`config.mk`:
```
export PLATFORM = sky130hd
export DESIGN_NAME = mem_arbiter_flat
export DESIGN_NICKNAME = d
export VERILOG_FILES = /design/src/rtl/mem_arbiter_if.sv /design/src/rtl/mem_arbiter.sv /design/src/flat_wrapper.sv
export SDC_FILE = /design/constraint.sdc
export NUM_CORES = 1
export LEC_CHECK = 0
export CAP_MARGIN = 20
export CORE_MARGIN = 5
export CORE_UTILIZATION = 34
export CTS_CLUSTER_SIZE = 20
export DETAILED_ROUTE_END_ITERATION = 8
export PLACE_DENSITY = 0.85
export SYNTH_ARGS = -nofsm -noshare
export SYNTH_HDL_FRONTEND = slang
export SYNTH_SLANG_ARGS = --single-unit
```
`constraint.sdc`:
```
create_clock -name clk -period 2.45 [get_ports clk]
set_input_delay 0.735 -clock clk [delete_from_list [all_inputs] [get_ports clk]]
set_output_delay 0.735 -clock clk [all_outputs]
set_load 0.01 [all_outputs]
```
`src/rtl/mem_arbiter_if.sv`:
```
// Request/response and RAM-side signal bundle for the two-port memory arbiter.
// The arbiter takes the slave view; the requesters/RAM side takes the master view.
interface mem_arbiter_if #(
  parameter int DATA_WIDTH = 32,
  parameter int ADDR_WIDTH = 32
);
  logic [1:0]              reqValid;
  logic [1:0]              reqReady;
  logic [1:0]              reqStore;
  logic [1:0]              reqLock;
  logic [2*ADDR_WIDTH-1:0] reqAddress;
  logic [2*DATA_WIDTH-1:0] reqDataWrite;
  logic [7:0]              reqByteSelect;
  logic [1:0]              rspValid;
  logic [DATA_WIDTH-1:0]   rspData;
  logic [ADDR_WIDTH-1:0]   memAddress;
  logic [DATA_WIDTH-1:0]   memDataWrite;
  logic [3:0]              memByteSelect;
  logic                    memStore;
  logic                    memLoad;
  logic [DATA_WIDTH-1:0]   memDataRead;

  modport slave (
    input  reqValid, reqStore, reqLock, reqAddress, reqDataWrite, reqByteSelect, memDataRead,
    output reqReady, rspValid, rspData, memAddress, memDataWrite, memByteSelect, memStore, memLoad
  );

  modport master (
    output reqValid, reqStore, reqLock, reqAddress, reqDataWrite, reqByteSelect, memDataRead,
    input  reqReady, rspValid, rspData, memAddress, memDataWrite, memByteSelect, memStore, memLoad
  );
endinterface

```
`src/rtl/mem_arbiter.sv`:
```
// Two-port round-robin arbiter with lock, sharing one synchronous RAM port.
// One access per grant: accept -> strobe cycle -> response cycle.
module mem_arbiter #(
  parameter int DATA_WIDTH = 32,
  parameter int ADDR_WIDTH = 32,
  parameter int CNT_WIDTH  = 16
) (
  input  logic                 clk,
  input  logic                 reset,
  mem_arbiter_if.slave         bus,
  output logic [CNT_WIDTH-1:0] grantCount0,
  output logic [CNT_WIDTH-1:0] grantCount1
);
  typedef enum logic [1:0] {IDLE, ACCESS, RESPOND} state_t;

  state_t                    state_q, state_d;
  logic                      lastGrant_q;
  logic                      lockValid_q;
  logic                      lockOwner_q;
  logic [ADDR_WIDTH-1:0]     addr_q;
  logic [DATA_WIDTH-1:0]     data_q;
  logic [3:0]                be_q;
  logic                      store_q;
  logic                      id_q;
  logic [1:0][CNT_WIDTH-1:0] cnt_q;

  logic sel, selValid, lockDrop, accept;

  // Port selection: a live lock pins the choice to its owner; ties alternate.
  always_comb begin
    sel      = 1'b0;
    selValid = 1'b0;
    lockDrop = 1'b0;
    if (lockValid_q) begin
      sel      = lockOwner_q;
      selValid = bus.reqValid[lockOwner_q];
      lockDrop = (state_q == IDLE) && !bus.reqValid[lockOwner_q];
    end else if (&bus.reqValid) begin
      sel      = ~lastGrant_q;
      selValid = 1'b1;
    end else if (bus.reqValid[1]) begin
      sel      = 1'b1;
      selValid = 1'b1;
    end else if (bus.reqValid[0]) begin
      selValid = 1'b1;
    end
  end

  // Ready is also masked by reset so nothing appears accepted while held.
  assign accept       = reset && (state_q != ACCESS) && selValid;
  assign bus.reqReady = accept ? (2'b01 << sel) : 2'b00;

  always_comb begin
    state_d           = state_q;
    bus.memStore      = 1'b0;
    bus.memLoad       = 1'b0;
    bus.memByteSelect = 4'b0000;
    bus.rspValid      = 2'b00;
    bus.rspData       = '0;
    case (state_q)
      IDLE: if (accept) state_d = ACCESS;
      ACCESS: begin
        bus.memStore      = store_q;
        bus.memLoad       = !store_q;
        bus.memByteSelect = store_q ? be_q : 4'b0000;
        state_d           = RESPOND;
      end
      RESPOND: begin
        bus.rspValid = 2'b01 << id_q;
        bus.rspData  = store_q ? '0 : bus.memDataRead;
        state_d      = accept ? ACCESS : IDLE;
      end
      default: state_d = IDLE;
    endcase
  end

  always_ff @(posedge clk or negedge reset) begin
    if (!reset) state_q <= IDLE;
    else        state_q <= state_d;
  end

  always_ff @(posedge clk or negedge reset) begin
    if (!reset) begin
      lastGrant_q <= 1'b1;
      lockValid_q <= 1'b0;
      lockOwner_q <= 1'b0;
      addr_q      <= '0;
      data_q      <= '0;
      be_q        <= 4'b0000;
      store_q     <= 1'b0;
      id_q        <= 1'b0;
    end else if (accept) begin
      addr_q      <= sel ? bus.reqAddress[ADDR_WIDTH +: ADDR_WIDTH]
                         : bus.reqAddress[0 +: ADDR_WIDTH];
      data_q      <= sel ? bus.reqDataWrite[DATA_WIDTH +: DATA_WIDTH]
                         : bus.reqDataWrite[0 +: DATA_WIDTH];
      be_q        <= !bus.reqStore[sel] ? 4'b0000
                   : sel ? bus.reqByteSelect[7:4] : bus.reqByteSelect[3:0];
      store_q     <= bus.reqStore[sel];
      id_q        <= sel;
      lastGrant_q <= sel;
      lockValid_q <= bus.reqLock[sel];
      lockOwner_q <= sel;
    end else if (lockDrop) begin
      lockValid_q <= 1'b0;
    end
  end

  always_ff @(posedge clk or negedge reset) begin
    if (!reset) begin
      cnt_q <= '0;
    end else begin
      for (int i = 0; i < 2; i++)
        if (accept && (sel == 1'(i)) && !(&cnt_q[i]))
          cnt_q[i] <= cnt_q[i] + 1'b1;
    end
  end

  assign bus.memAddress   = addr_q;
  assign bus.memDataWrite = data_q;
  assign grantCount0      = cnt_q[0];
  assign grantCount1      = cnt_q[1];
endmodule

```
`src/flat_wrapper.sv`:
```
// flat-port wrapper written by rule: the top's interface ports become plain ports
module mem_arbiter_flat 
#(
  parameter int DATA_WIDTH = 32,
  parameter int ADDR_WIDTH = 32,
  parameter int CNT_WIDTH  = 16
)
  (clk, reset, grantCount0, grantCount1, bus_reqValid, bus_reqStore, bus_reqLock, bus_reqAddress, bus_reqDataWrite, bus_reqByteSelect, bus_memDataRead, bus_reqReady, bus_rspValid, bus_rspData, bus_memAddress, bus_memDataWrite, bus_memByteSelect, bus_memStore, bus_memLoad);
  mem_arbiter_if #(.DATA_WIDTH(DATA_WIDTH), .ADDR_WIDTH(ADDR_WIDTH)) bus_i ();
  input  logic clk;
  input  logic reset;
  output logic [CNT_WIDTH-1:0] grantCount0;
  output logic [CNT_WIDTH-1:0] grantCount1;
  input wire logic [$bits(bus_i.reqValid)-1:0] bus_reqValid;
  input wire logic [$bits(bus_i.reqStore)-1:0] bus_reqStore;
  input wire logic [$bits(bus_i.reqLock)-1:0] bus_reqLock;
  input wire logic [$bits(bus_i.reqAddress)-1:0] bus_reqAddress;
  input wire logic [$bits(bus_i.reqDataWrite)-1:0] bus_reqDataWrite;
  input wire logic [$bits(bus_i.reqByteSelect)-1:0] bus_reqByteSelect;
  input wire logic [$bits(bus_i.memDataRead)-1:0] bus_memDataRead;
  output wire logic [$bits(bus_i.reqReady)-1:0] bus_reqReady;
  output wire logic [$bits(bus_i.rspValid)-1:0] bus_rspValid;
  output wire logic [$bits(bus_i.rspData)-1:0] bus_rspData;
  output wire logic [$bits(bus_i.memAddress)-1:0] bus_memAddress;
  output wire logic [$bits(bus_i.memDataWrite)-1:0] bus_memDataWrite;
  output wire logic [$bits(bus_i.memByteSelect)-1:0] bus_memByteSelect;
  output wire logic [$bits(bus_i.memStore)-1:0] bus_memStore;
  output wire logic [$bits(bus_i.memLoad)-1:0] bus_memLoad;
  assign bus_i.reqValid = bus_reqValid;
  assign bus_i.reqStore = bus_reqStore;
  assign bus_i.reqLock = bus_reqLock;
  assign bus_i.reqAddress = bus_reqAddress;
  assign bus_i.reqDataWrite = bus_reqDataWrite;
  assign bus_i.reqByteSelect = bus_reqByteSelect;
  assign bus_i.memDataRead = bus_memDataRead;
  assign bus_reqReady = bus_i.reqReady;
  assign bus_rspValid = bus_i.rspValid;
  assign bus_rspData = bus_i.rspData;
  assign bus_memAddress = bus_i.memAddress;
  assign bus_memDataWrite = bus_i.memDataWrite;
  assign bus_memByteSelect = bus_i.memByteSelect;
  assign bus_memStore = bus_i.memStore;
  assign bus_memLoad = bus_i.memLoad;
  mem_arbiter #(.DATA_WIDTH(DATA_WIDTH), .ADDR_WIDTH(ADDR_WIDTH), .CNT_WIDTH(CNT_WIDTH)) u_core (.clk(clk), .reset(reset), .bus(bus_i), .grantCount0(grantCount0), .grantCount1(grantCount1));
endmodule
```
Fig. 1: floorplan with the power grid
Pins as bars on the die edge.
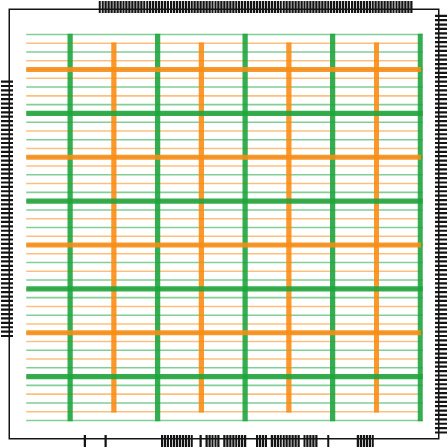
legend:
  green:
    net: VSS
  orange:
    net: VDD
signal pins: 314
met4 straps: 9
met1 rails: 45

Fig. 2: gate-type map
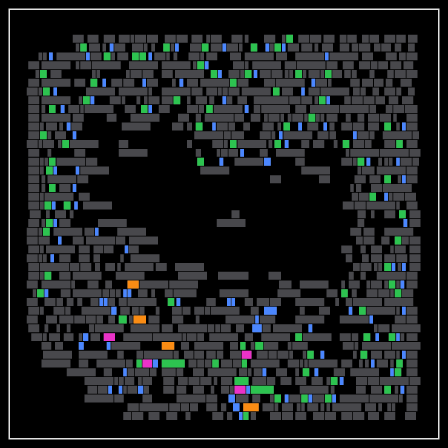
legend:
  orange:
    family: multiplexers
    cells: 4
  magenta:
    family: AND-OR and OR-AND gates
    cells: 4
    where: south
  blue:
    family: NOR gates
    cells: 95
    where: widely spread
  green:
    family: inverting AOI/OAI gates
    cells: 79
    where: widely spread

==> run notes <==
Quick summary of the implementation run below.

The register-to-register path setup slack came out at 0.29 ns. The sequential fraction of the synthesis area is 51.8%. The final antenna diode count is 0. The critical path maximum fanout is 16. The count of cells resized by post-cts repair is 105. No sink is reached through more buffers than the 2 on the longest clock path. In the Yosys stats the netlist draws on 37 distinct library cells. 314 I/O pins were placed. The number of sequential storage elements came out at 106. The timing report attributes the biggest portion of critical-path delay to simple AND/OR/NAND/NOR gates. Detailed routing inserted a total of 5417 vias. The number of hold buffers added after CTS was 0. The net switching power came out at 0.00322 W. The synthesized-area fraction occupied by xor and xnor cells is 4.79%.

The number of cells in the finished layout apart from fillers came out at 1094. The count of endpoints failing hold in the final timing report came out at 0. Once detail routing completed, the nets flagged for antenna violations numbered 0.

The reported combinational group power came out at 0.00427 W. Power attributed to the clock group is 0.00147 W. The arrival time reported for the critical path endpoint is 1.64 ns. Summing all flip-flop and latch instances after layout gives 2650 um2. The highest cell delay on the worst timing path is 0.41 ns. In this run the tightest slew margin relative to its limit is 52.3%.

The final timing report lists clock skew as 0.0105 ns. The transition time at the pin with the least slew margin is 0.716 ns. The power in sequential cells came out at 0.00289 W. After synthesis the netlist holds a flip-flop and latch count of 106. Counting the inverters off the clock network in the layout gives 2. The number of tap instances is 184.

The tree is rooted in a clkbuf_16. The run finished with clean final reports. The min-delay analysis places its worst path in the category reg -> reg.

The number of failing setup endpoints in the final timing report is 0. In the final design, more cell area goes to non-clock buffers than to any other class. Per the synthesis report, the dominant area consumer among library cells is dfrtp_1. The floorplan step defined a core boundary enclosing 14600 um2.

The slowest cell on the critical path is dfrtp_1. The routed layout reports a DRC error count of 0. The vertical extent of the die is 133 um. Summing every instance area after synthesis gives 5120 um2.

The layout report lists the clock-cell share of area as 3.37%. The required arrival time at the worst endpoint came out at 1.71 ns. The layout report gives the register share of total cell area as 30.0%. The reported leakage power is 3.92 nW. The total negative slack for setup checks is 0 ns. The slack of the critical path came out at 0.0764 ns. Setup repair after global routing left no endpoint under its margin. Cells fill 60.3% of the core in the end. The count of input and output buffers came out at 313. Ranking logic cells in the layout by count gives the top entries 268 x clkdlybuf4s50_1, 146 x nand2_1, 105 x dfrtp_1.

The proportion of synthesized area in mux cells came out at 0.831%. Across all hold checks on the routed design, the worst slack comes to 0.485 ns. Looking at the setup timing report, the critical path kind is reg -> out. The switching power as a share of total power came out at 37.4%. The total routing usage reported by global routing is 21.1%.
==> path summary, 6_finish.rpt <==
| kind | depth (start not counted) | start | to |
|---|---|---|---|
| hold reg to reg | 1 | u_core.state_q[0]$_DFFE_PN0P_ | u_core.state_q[0]$_DFFE_PN0P_ |
| min in group asynchronous | 2 | reset | u_core.grantCount1[3]$_DFFE_PN0P_ |
| hold / removal | 1 | u_core.state_q[0]$_DFFE_PN0P_ | u_core.state_q[0]$_DFFE_PN0P_ |
| max in group asynchronous | 3 | reset | u_core.grantCount1[1]$_DFFE_PN0P_ |
| setup reg to reg | 7 | u_core.lastGrant_q$_DFFE_PN1P_ | u_core.grantCount0[7]$_DFFE_PN0P_ |
| setup / recovery | 5 | u_core.state_q[0]$_DFFE_PN0P_ | bus_rspData[1] |
==> per-layer routing <==
| metal | GRT usage [%] | up-vias | wire, um |
|---|---|---|---|
| li1 | - | 2621 | - |
| met1 | 24.3 | 2530 | 7400 |
| met3 | 5.66 | 35 | 1530 |
| met4 | 7.91 | 0 | 522 |
| met2 | 37.5 | 231 | 9710 |
| met5 | 0 | - | 0 |
==> synthesized netlist by cell type, drive strengths merged (2+ instances only) <==
library cell,instances
clkbuf,16
nand4,13
buf,21
nor2,87
a21oi,3
a211oi,3
inv,2
and3,11
nor2b,3
dfrtp,105
and4,3
and2,33
nand3,20
a31oi,70
mux2i,2
xnor2,17
xor2,11
nand2,146
nor3,5
mux2,2
ha,2
==> registers in the layout (all words and copies together), names as in the netlist <==
name	cells
u_core.bus.memDataWrite	32
u_core.be_q	4
u_core.lastGrant_q	1
u_core.state_q	2
u_core.bus.memAddress	32
u_core.grantCount1	16
u_core.grantCount0	16
u_core.lockValid_q	1
u_core.lockOwner_q	1
u_core.store_q	1
Power is estimated from default activity; no workload was simulated.
